Design switch_cell_segmenter_flat, sky130hd; sources not shown.
run_1/final_placement.png
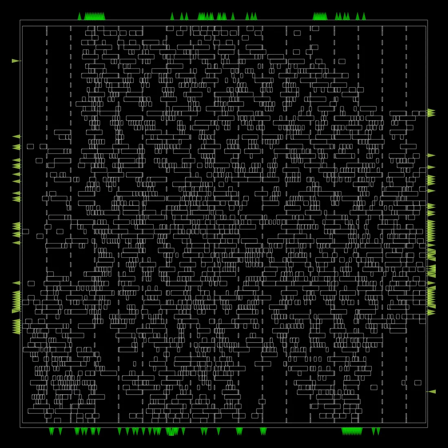
fillers: 5528
sequential share of cell area: 40.6%
core area: 53100 um^2

run_1/pdn.png
The bar under the picture is 50 um long. Pins as bars on the die edge. Tap cells in grey.
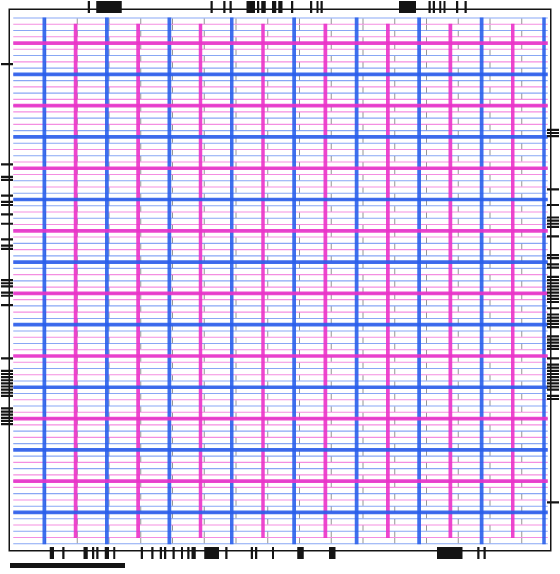
Magenta is VDD. Blue is VSS.
176 signal pins sit on the boundary. 17 straps on met4.
maximum VDD drop: 0.460 mV
Die X: 235 um
Die Ht: 235 um

run_1/port_nets.png
The bar under the picture is 50 um long.
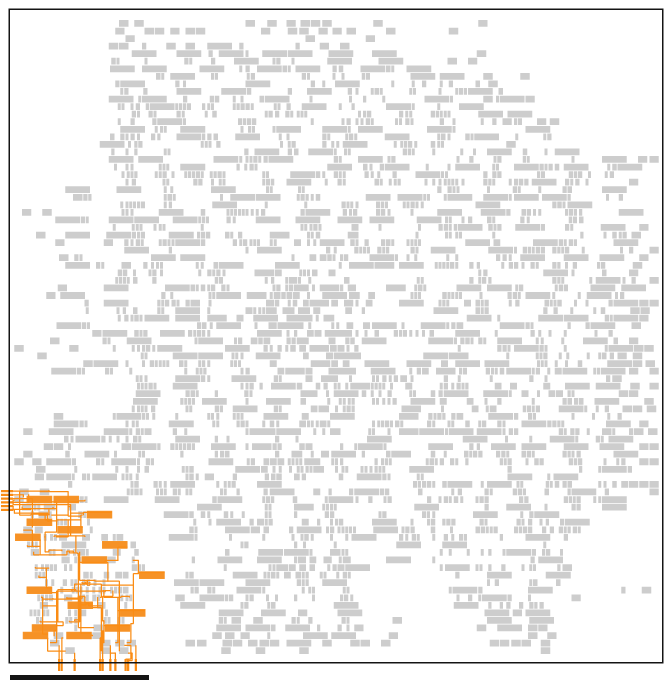
Orange is `seg_drop_cnt`, bits 16, direction output, end cells 16, buffers 16, wire 877 um.
I/O pins: 176
port bufs: 175

==> results.toml, run 1 <==
# physical design summary
[clock_tree]
postCtsResizedCells = 3
cts.sinks = 314

[global_routing]
busiest_layer = "met2"
grtUsageMet2_pct = 30.4

[synth]
edf_count = 0
top_cells_by_count = "nand2_1, dfrtp_1, nand3_1"
topCellsByArea = "dfrtp_1, nand2_1, nand3_1, o21ai_0, inv_1"
synth_area_per_cell_um2 = 7.40

[detailed_routing]
drtPass1Iterations = 7
drc = 0

[layout]
seq_cell_count = 314
nNonClkBuffers = 272
final_cell_mix = "nand2_1, dfrtp_1, nand3_1"
nClkBuffers = 19

[min_path]
holdPathStages = 4

[critical_path]
cp_num_buf_inv = 2
cp-start-kind = "flop"
end_kind = "flop"

[final_timing]
min_period_over_period_pct = 94.7

[pwr]
p_switching_uw = 5620

[place]
hpwl_mm = 33.4
place_inst = 2948
place.gp.congestion = 0.808

[status]
status = "finished clean"
-- run 1: metal layers --
metal | wire [um] | vias to the layer above
li1 | - | 7106
met1 | 24400 | 6946
met2 | 24500 | 342
met3 | 2770 | 59
met4 | 955 | 2
met5 | 10 | -
-- run 1: power by group through the flow --
stage,clock network [uW],logic (uW),registers (uW)
final,3800,4740,7320
after global routing,4130,5260,7420
after CTS,3960,4730,7320
after detailed placement,0,4700,7440
after global placement,0,4640,7420
after floorplan,0,2400,7450
-- run 1: metrics by stage --
step                      setup TNS [ns]  power (uW)
after floorplan                        0        9860
after global placement            -0.127       12100
after detailed placement          -0.441       12100
after CTS                              0       16000
after global routing                   0       16800
final                                  0       15900
--- run 2 (diff from run 1) ---
- CORE_MARGIN: unset -> 4
run_2/final_placement.png
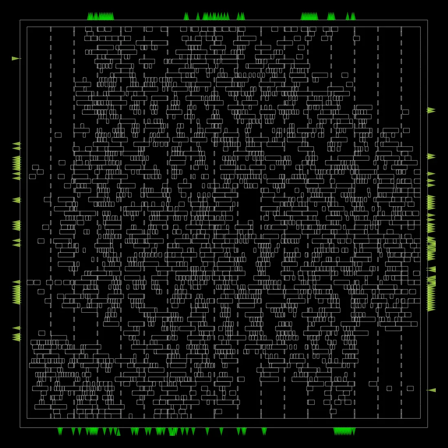
FFs & Latches: 314
Tap Count: 696

==> run 2 against run 1 <==
  * Worst hold slack got worse by 0.19 ns
  * Register-to-register slack about the same
  * Cell count grew 0.97%
  * Critical path depth rose by 1
  * Sequential cell count is the same
  * Largest power group unchanged
==> results.toml, run 2 <==
# physical design summary
[synth]
simple_gate_share_pct = 33.3
yosys.area.top_type = "dfrtp_1"
edf_count = 0
topCellsByArea = "dfrtp_1, nand2_1, nand3_1, o21ai_0, inv_1"
synth_area_per_cell_um2 = 7.40
top_cells_by_count = "nand2_1, dfrtp_1, nand3_1"

[status]
status = "finished clean"

[pwr]
p_comb_uw = 4750
switching_share_pct = 34.9
p_switching_uw = 5650
pwr_density_cell_nw_per_um2 = 831
top_power_group = "registers"
pg_clk_uw = 4170
pg_seq_uw = 7260
p_int_uw = 10500
total_power_uw = 16200
ir_drop_mv = 0.539

[clock_tree]
clockBufferDepth = 3
cts.sinks = 314

[layout]
area_growth_pct = 24.1
final_cell_mix = "nand2_1, dfrtp_1, nand3_1"

[final_timing]
setup-tns-final_ns = 0
fmax_mhz = 504
min_period_over_period_pct = 94.4
hold_violations = 0

[floorplan]
ios = 176
core_area_um2 = 53700
die_w_um = 241

[critical_path]
reg2reg_depth = 9
cp-start-kind = "flop"
end_kind = "flop"
cp_num_buf_inv = 2

[place]
io_buffers = 175
hpwl_mm = 34.7
place_inst = 2974
place.gp.congestion = 0.781

[min_path]
holdPathStages = 4

[global_routing]
met1_usage_pct = 25.2
busiest_layer = "met2"
grt_pass1_vias = 13900

[detailed_routing]
drtPass1Iterations = 6
top_layer_used = "met4"
wl_met1_mm = 24.5
wl_met2_mm = 24.3
route.met3.wl_mm = 2.51
drc = 0
==> run 2: cell counts after synthesis <==
No cell type changed its count.
==> run 2: cell type report <==
class | count | area (um^2)
flip-flops and latches | 314 | 7860
clock inverters | 3 | 57.6
fillers | 5537 | 34200
inverters | 108 | 407
clock buffers | 22 | 529
well taps | 696 | 871
multi-input cells | 1575 | 6900
repair buffers | 288 | 2860
==> run 2: what timing repair did <==
item / in CTS / in global routing
endpoints found under the hold margin: 314 / 0
cloned: 0 / 1
gates resized: 1 / 17
hold buffers: 2 / 0
endpoints found under the setup margin: 8 / 133
buffers inserted: 0 / 4
pin swaps: 0 / 2
--- run 3 (diff from run 2) ---
- CORE_UTILIZATION: 29 -> 33
- DONT_BUFFER_PORTS: unset -> 1
- GPL_TIMING_DRIVEN: unset -> 0
- PLACE_DENSITY: 0.82 -> 0.83
- SETUP_SLACK_MARGIN: unset -> 0.02
run_3/pdn.png
The bar under the picture is 50 um long. Pins as bars on the die edge. Tap cells in grey.
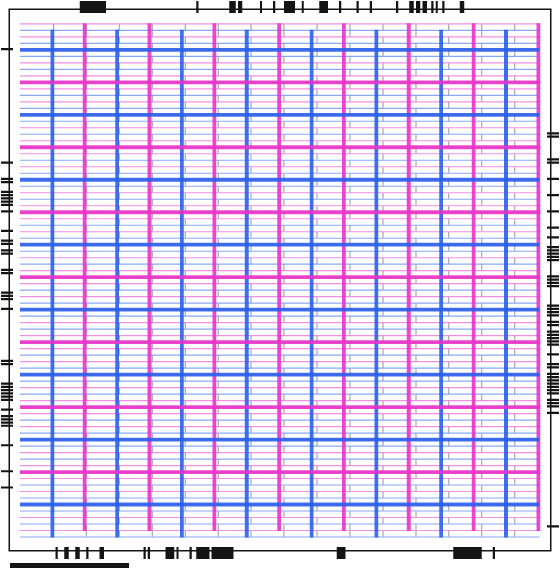
Blue is VSS. Magenta is VDD.
16 straps on met4. 176 signal pins sit on the boundary. 607 tap cells. 15 straps on met5. The core has 79 rows.
maximum VDD drop: 0.393 mV
core area: 46800 um^2
Die X: 226 um
Die Ht: 226 um

==> run 3 against run 2 <==
  * Die size down 12%
  * Register-to-register slack lost 0.09 ns
  * Cell count is 6.4% lower
  * Synthesized cell count stayed put
  * The flow now finishes with violations (hold timing)
  * Combinational power decreased by 11%
  * Clock-buffer cell count fell by 3
  * Via count rose by 0.24%
  * Total power down 3.7%
==> results.toml, run 3 <==
# physical design summary
[pwr]
p_comb_uw = 4230
p_int_uw = 9920
pg_seq_uw = 7580
p_switching_uw = 5660
total_power_uw = 15600

[floorplan]
tap-cell-count = 607
ios = 176

[final_timing]
fmax_mhz = 482
hold_violations = 314
setup-tns-final_ns = 0
timing.hold.ws_ns = -0.775

[synth]
top_cells_by_count = "nand2_1, dfrtp_1, nand3_1"
topCellsByArea = "dfrtp_1, nand2_1, nand3_1, o21ai_0, inv_1"
edf_count = 0
yosys.area.top_type = "dfrtp_1"

[detailed_routing]
route.met3.wl_mm = 3.53
wl_met2_mm = 26.0
drtPass1Iterations = 5
wl_met1_mm = 24.6
drc = 0

[clock_tree]
postCtsResizedCells = 103
postCtsSetupRepairBufs = 11
cts.sinks = 314
holdBufCountCts = 25

[critical_path]
end_kind = "flop"
cp-start-kind = "flop"
reg2reg_depth = 8

[layout]
comb_cells = 1575
regArea_um2 = 7870
fill_cells = 4852
largestClassByArea = "registers"
clockNetworkAreaShare_pct = 2.70
nNonClkBuffers = 190
seq_cell_count = 314
buffer_area_share_pct = 8.10
final_cell_mix = "nand2_1, dfrtp_1, nand3_1"
comb_share_pct = 39.6

[place]
place_inst = 2730
io_buffers = 0

[status]
failed_checks = "hold timing"
status = "finished with violations"

[global_routing]
grt_pass1_vias = 13900
## run 3: cell counts after synthesis
No cell type changed its count.
## run 3: cell families (layout without fill, tap and decap cells)
group,count (synthesis),after routing,synth area share [%]
simple gates,1275,1275,33.3
flops,314,314,50.0
compound gates,279,279,9.00
buf+inv,234,319,6.38
xor+xnor,15,15,0.837
fa+ha+maj,6,6,0.478
## run 3: layer usage
layer  vias to the layer above  global-route usage [%]
met1                      7064                    29.2
met2                       421                    35.0
met4                         0                    5.09
met5                         -                       0
met3                        68                    3.48
li1                       6953                       -
## run 3: worst max-delay path: cells and delay by family (launching register included)
family                     cells  cell delay [ns]
buffers and inverters          2             0.36
adders and majority gates      1             0.24
and+or+nand+nor                3             0.33
AOI/OAI and AO/OA              2             0.41
DFF                            1             0.51
Power figures rest on the tool's default switching activity, not on a simulated workload.
